===== src/rtl/mandel_pkg.sv =====
`default_nettype none
// ============================================================================
// Module   : mandel_pkg
// Purpose  : Shared constants and types for the Mandelbrot command-frame path.
//            Frame layout (byte offsets), field widths, FSM state encoding and
//            the assembled parameter-frame record.
// Revision : 1.0  initial release
// ============================================================================
package mandel_pkg;

    localparam int FRAME_LEN        = 10;
    localparam int PIX_W            = 8;
    localparam int COORD_W          = 16;
    localparam int UART_CLK_PER_BIT = 26;

    // Byte index width: enough for offsets 0..FRAME_LEN-1
    localparam int IDX_W = 4;

    // Byte offsets within the frame; 16-bit fields arrive high byte first
    localparam logic [IDX_W-1:0] OFS_PIX_X = 4'd0;
    localparam logic [IDX_W-1:0] OFS_PIX_Y = 4'd1;
    localparam logic [IDX_W-1:0] OFS_CXS_H = 4'd2;
    localparam logic [IDX_W-1:0] OFS_CXS_L = 4'd3;
    localparam logic [IDX_W-1:0] OFS_CYS_H = 4'd4;
    localparam logic [IDX_W-1:0] OFS_CYS_L = 4'd5;
    localparam logic [IDX_W-1:0] OFS_DCX_H = 4'd6;
    localparam logic [IDX_W-1:0] OFS_DCX_L = 4'd7;
    localparam logic [IDX_W-1:0] OFS_DCY_H = 4'd8;
    localparam logic [IDX_W-1:0] OFS_DCY_L = 4'd9;

    // Receiver FSM encoding
    localparam int               ST_W       = 1;
    localparam logic [ST_W-1:0]  ST_COLLECT = 1'b0;
    localparam logic [ST_W-1:0]  ST_PENDING = 1'b1;

    // Assembled parameter frame; coordinate fields are raw two's complement
    typedef struct packed {
        logic        [PIX_W-1:0]   pix_x;
        logic        [PIX_W-1:0]   pix_y;
        logic signed [COORD_W-1:0] cxs;
        logic signed [COORD_W-1:0] cys;
        logic signed [COORD_W-1:0] dcx;
        logic signed [COORD_W-1:0] dcy;
    } frame_t;

endpackage
`default_nettype wire


===== src/rtl/mandel_param_rx_if.sv =====
`default_nettype none
// ============================================================================
// Module   : mandel_param_rx_if
// Purpose  : Parameter-frame handshake between the frame assembler and the
//            Mandelbrot iteration core.
//   frame_valid       complete frame held on the parameter lines
//   frame_ready       core accepts the frame
//   pix_x, pix_y      pixel coordinates
//   cxs, cys          signed start point (real / imaginary)
//   dcx, dcy          signed step (real / imaginary)
//   master : frame producer (assembler)   slave : frame consumer (core)
// Revision : 1.0  initial release
// ============================================================================
interface mandel_param_rx_if;
    import mandel_pkg::*;

    logic                      frame_valid;
    logic                      frame_ready;
    logic        [PIX_W-1:0]   pix_x;
    logic        [PIX_W-1:0]   pix_y;
    logic signed [COORD_W-1:0] cxs;
    logic signed [COORD_W-1:0] cys;
    logic signed [COORD_W-1:0] dcx;
    logic signed [COORD_W-1:0] dcy;

    modport master (
        output frame_valid, pix_x, pix_y, cxs, cys, dcx, dcy,
        input  frame_ready
    );

    modport slave (
        input  frame_valid, pix_x, pix_y, cxs, cys, dcx, dcy,
        output frame_ready
    );

endinterface
`default_nettype wire


===== src/rtl/mandel_param_rx.sv =====
`default_nettype none
// ============================================================================
// Module   : mandel_param_rx
// Purpose  : Assembles the 10-byte Mandelbrot parameter frame from the UART
//            byte stream and offers it to the core over valid/ready.
//            A mid-frame inter-byte timeout resynchronises framing; bytes
//            arriving while a finished frame waits for acceptance are dropped.
// Ports    :
//   clk, rst        clock, synchronous active-high reset
//   rx_data/valid   received byte + one-cycle strobe
//   frm (master)    frame handshake and parameter fields
//   frame_err       pulse: partial frame discarded on timeout
//   ovf_err         pulse: byte dropped while frame pending
//   frame_cnt       accepted-frame count, wraps 255 -> 0
// Revision : 1.0  initial release
// ============================================================================
module mandel_param_rx
    import mandel_pkg::*;
#(
    parameter int TIMEOUT_CYC = 2600
) (
    input  wire logic         clk,
    input  wire logic         rst,
    input  wire logic [7:0]   rx_data,
    input  wire logic         rx_valid,
    mandel_param_rx_if.master frm,
    output logic              frame_err,
    output logic              ovf_err,
    output logic [7:0]        frame_cnt
);

    localparam logic [IDX_W-1:0] c_LAST_IDX = IDX_W'(FRAME_LEN - 1);
    localparam logic [15:0]      c_TMO_LAST = 16'(TIMEOUT_CYC - 1);

    logic [ST_W-1:0]  r_state;
    logic [ST_W-1:0]  w_state_nxt;
    logic [IDX_W-1:0] r_idx;
    logic [15:0]      r_tmo;
    frame_t           r_frame;
    logic             r_frame_err;
    logic             r_ovf_err;
    logic [7:0]       r_frame_cnt;

    logic w_frame_valid;
    logic w_hs;
    logic w_store;
    logic w_drop;
    logic w_counting;
    logic w_tmo_hit;

    // ---------------- FSM: state register ----------------
    always_ff @(posedge clk) begin
        if (rst) begin
            r_state <= ST_COLLECT;
        end else begin
            r_state <= w_state_nxt;
        end
    end

    // ---------------- FSM: next state ----------------
    always_comb begin
        w_state_nxt = r_state;
        case (r_state)
            ST_COLLECT: if (rx_valid && (r_idx == c_LAST_IDX)) w_state_nxt = ST_PENDING;
            ST_PENDING: if (frm.frame_ready)                   w_state_nxt = ST_COLLECT;
            default:    w_state_nxt = ST_COLLECT;
        endcase
    end

    // ---------------- FSM: outputs / control ----------------
    always_comb begin
        w_frame_valid = (r_state == ST_PENDING);
        w_hs          = w_frame_valid && frm.frame_ready;
        // A byte arriving in the handshake cycle opens the next frame (idx is 0)
        w_store       = rx_valid && (!w_frame_valid || w_hs);
        w_drop        = rx_valid && w_frame_valid && !frm.frame_ready;
        w_counting    = !w_frame_valid && (r_idx != '0);
        // A strobe in the expiry cycle wins over the timeout
        w_tmo_hit     = w_counting && !rx_valid && (r_tmo == c_TMO_LAST);
    end

    // ---------------- Datapath ----------------
    always_ff @(posedge clk) begin
        if (rst) begin
            r_idx       <= '0;
            r_tmo       <= '0;
            r_frame     <= '0;
            r_frame_err <= 1'b0;
            r_ovf_err   <= 1'b0;
            r_frame_cnt <= '0;
        end else begin
            r_frame_err <= w_tmo_hit;
            r_ovf_err   <= w_drop;

            if (w_hs) begin
                r_frame_cnt <= r_frame_cnt + 8'd1;
            end

            if (w_store) begin
                case (r_idx)
                    OFS_PIX_X: r_frame.pix_x      <= rx_data;
                    OFS_PIX_Y: r_frame.pix_y      <= rx_data;
                    OFS_CXS_H: r_frame.cxs[15:8]  <= rx_data;
                    OFS_CXS_L: r_frame.cxs[7:0]   <= rx_data;
                    OFS_CYS_H: r_frame.cys[15:8]  <= rx_data;
                    OFS_CYS_L: r_frame.cys[7:0]   <= rx_data;
                    OFS_DCX_H: r_frame.dcx[15:8]  <= rx_data;
                    OFS_DCX_L: r_frame.dcx[7:0]   <= rx_data;
                    OFS_DCY_H: r_frame.dcy[15:8]  <= rx_data;
                    OFS_DCY_L: r_frame.dcy[7:0]   <= rx_data;
                    default:   ;
                endcase
                r_idx <= (r_idx == c_LAST_IDX) ? '0 : r_idx + 4'd1;
            end else if (w_tmo_hit) begin
                r_idx <= '0;
            end

            // Gap counter only runs while a partial frame is open
            if (rx_valid || w_tmo_hit || !w_counting) begin
                r_tmo <= '0;
            end else begin
                r_tmo <= r_tmo + 16'd1;
            end
        end
    end

    assign frm.frame_valid = w_frame_valid;
    assign frm.pix_x       = r_frame.pix_x;
    assign frm.pix_y       = r_frame.pix_y;
    assign frm.cxs         = r_frame.cxs;
    assign frm.cys         = r_frame.cys;
    assign frm.dcx         = r_frame.dcx;
    assign frm.dcy         = r_frame.dcy;
    assign frame_err       = r_frame_err;
    assign ovf_err         = r_ovf_err;
    assign frame_cnt       = r_frame_cnt;

endmodule
`default_nettype wire


===== src/flat_wrapper.sv =====
// flat-port wrapper written by rule: the top's interface ports become plain ports
module mandel_param_rx_flat import mandel_pkg::*;
#(
    parameter int TIMEOUT_CYC = 2600
)
  (clk, rst, rx_data, rx_valid, frame_err, ovf_err, frame_cnt, frm_frame_valid, frm_pix_x, frm_pix_y, frm_cxs, frm_cys, frm_dcx, frm_dcy, frm_frame_ready);
  mandel_param_rx_if frm_i ();
  input  wire logic clk;
  input  wire logic rst;
  input  wire logic [7:0] rx_data;
  input  wire logic rx_valid;
  output logic frame_err;
  output logic ovf_err;
  output logic [7:0] frame_cnt;
  output wire logic [$bits(frm_i.frame_valid)-1:0] frm_frame_valid;
  output wire logic [$bits(frm_i.pix_x)-1:0] frm_pix_x;
  output wire logic [$bits(frm_i.pix_y)-1:0] frm_pix_y;
  output wire logic [$bits(frm_i.cxs)-1:0] frm_cxs;
  output wire logic [$bits(frm_i.cys)-1:0] frm_cys;
  output wire logic [$bits(frm_i.dcx)-1:0] frm_dcx;
  output wire logic [$bits(frm_i.dcy)-1:0] frm_dcy;
  input wire logic [$bits(frm_i.frame_ready)-1:0] frm_frame_ready;
  assign frm_frame_valid = frm_i.frame_valid;
  assign frm_pix_x = frm_i.pix_x;
  assign frm_pix_y = frm_i.pix_y;
  assign frm_cxs = frm_i.cxs;
  assign frm_cys = frm_i.cys;
  assign frm_dcx = frm_i.dcx;
  assign frm_dcy = frm_i.dcy;
  assign frm_i.frame_ready = frm_frame_ready;
  mandel_param_rx #(.TIMEOUT_CYC(TIMEOUT_CYC)) u_core (.clk(clk), .rst(rst), .rx_data(rx_data), .rx_valid(rx_valid), .frm(frm_i), .frame_err(frame_err), .ovf_err(ovf_err), .frame_cnt(frame_cnt));
endmodule

===== config.mk =====
export PLATFORM = sky130hd
export DESIGN_NAME = mandel_param_rx_flat
export DESIGN_NICKNAME = d
export VERILOG_FILES = /design/src/rtl/mandel_pkg.sv /design/src/rtl/mandel_param_rx_if.sv /design/src/rtl/mandel_param_rx.sv /design/src/flat_wrapper.sv
export SDC_FILE = /design/constraint.sdc
export NUM_CORES = 1
export LEC_CHECK = 0
export ABC_AREA = 1
export CAP_MARGIN = 0
export CORE_MARGIN = 2
export CORE_UTILIZATION = 46
export DETAILED_ROUTE_END_ITERATION = 10
export PLACE_DENSITY = 0.75
export SLEW_MARGIN = 30
export SYNTH_ARGS = -nofsm -noshare
export SYNTH_HDL_FRONTEND = slang
export SYNTH_SLANG_ARGS = --single-unit

===== constraint.sdc =====
create_clock -name clk -period 1.59 [get_ports clk]
set_input_delay 0.2385 -clock clk [delete_from_list [all_inputs] [get_ports clk]]
set_output_delay 0.2385 -clock clk [all_outputs]
set_load 0.05 [all_outputs]

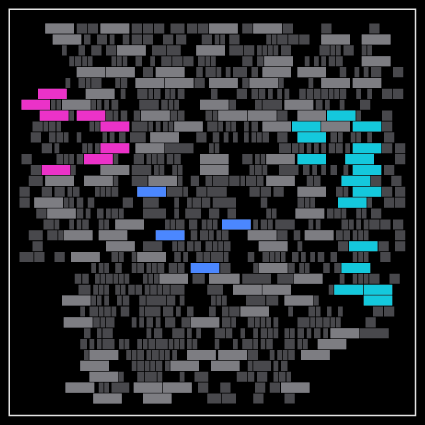
(where the registers sit)
(4 px per um) Other sequential cells in the stronger gray, the rest of the logic in the fainter gray.
Key: u_core.frm.pix_y = magenta [flops 8, where top left]; u_core.frm.dcx = cyan [flops 16]; u_core.r_idx = blue [flops 4, where middle]
Another 83 sequential cells are not colored.
power drawn by the sequential cells: 2860 uW
register cell area after layout: 0.00222 mm^2
sequential fraction of total cell area: 39.4%

==> PnR_summary.wiki <==
== Flow metrics ==
{| class="wikitable"
! Metric !! Value
|-
| Area after detailed placement || 0.00545 mm^2
|-
| Well-tap cell count || 111
|-
| Count of TritonRoute iterations in the first routing pass || 4
|-
| Finished Cell Area || 0.00565 mm^2
|-
| Clock latency on the worst-skew pair || 0.38 ns
|-
| Core area || 0.00920 mm^2
|-
| Sum of overflow across all layers after global routing || 0
|-
| Nonclk buf count || 130
|-
| Final cell count without fillers || 824
|-
| Synthesized chip area reported by yosys || 0.00435 mm^2
|-
| Final slew viol count || 0
|-
| Clock Buffer Count || 9
|-
| Sink count of the clock tree || 111
|-
| Maximum number of pins on one net before global-route repair || 37
|-
| Number of nets produced by synthesis || 600
|-
| Data required time at the worst endpoint || 1.90 ns
|-
| Setup Total Neg Slack || 0 ns
|-
| Worst-Margin Slew || 0.520 ns
|-
| Outcome || finished clean
|-
| Fraction of cell area in non-clock buffers || 18.4%
|-
| R2R cell count || 8
|-
| Fmax achieved || 706 MHz
|-
| Buffers plus inverters on the worst setup path || 3
|-
| CP max-delay cell || sky130_fd_sc_hd__dfxtp_1
|-
| Clock-pin slew on the worst setup and hold paths || 0.11 ns
|-
| Critical path arrival || 1.73 ns
|-
| Net switching power figure || 1430 uW
|-
| Sum of met3 wire segment lengths after detailed routing || 585 um
|-
| Hold crit path type || register to register
|-
| Worst supply voltage drop on vdd || 0.000559 V
|-
| Pre-CTS WS || -0.148 ns
|-
| Areal power density over the cells || 893 mW/mm^2
|-
| Placer Congestion || 0.859
|-
| Fraction of registers with async set/reset || 0%
|-
| Die Wd || 101 um
|-
| Portion of total power attributed to combinational logic || 10.3%
|-
| Stage-log warning count || 26
|-
| Registers || 111
|-
| Uppermost layer routed || met4
|-
| Area Overhead vs Synth || 29.9%
|-
| Share of synthesized cell area in full adder, half adder and majority cells || 0.576%
|-
| Area fraction in xor and xnor cells || 1.41%
|-
| Leakage power || 0.00242 uW
|-
| Count of max-cap constraint violations || 0
|-
| Netlist area before placement || 0.00435 mm^2
|-
| Reported clock group power || 1670 uW
|-
| Smallest setup slack after layout || 0.173 ns
|-
| I/O Pins || 103
|-
| Clock skew after layout || 0.0198 ns
|}
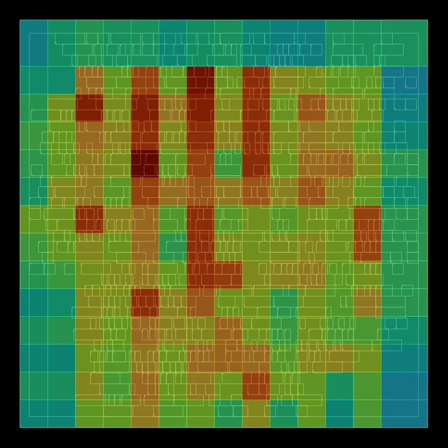
(routing congestion map)
global-route usage over all layers: 21.7%
most heavily used metal layer in global routing: met2
met1 usage in global routing: 28.5%
met2 capacity usage during global routing: 36.5%
global routing usage on met3: 3.38%

## flip-flops by register name, indices dropped and copies added, names as in the netlist, 4 cells and up
signal and count:
u_core.frm.dcx 16, u_core.frm.cys 16, u_core.r_idx 4, u_core.frame_cnt 8
u_core.frm.cxs 16, u_core.r_tmo 16, u_core.frm.pix_x 8, u_core.frm.dcy 16
u_core.frm.pix_y 8
## worst paths after layout
check	to	slack, ns	startpoint
max	u_core.frm.dcy[2]	0.17	u_core.r_idx[0]
max reg2reg	u_core.frm.dcy[2]	0.17	u_core.r_idx[0]
min reg2reg	u_core.r_tmo[0]	0.46	u_core.r_tmo[0]
min	u_core.r_tmo[0]	0.46	u_core.r_tmo[0]
Power and IR drop assume default switching activity.
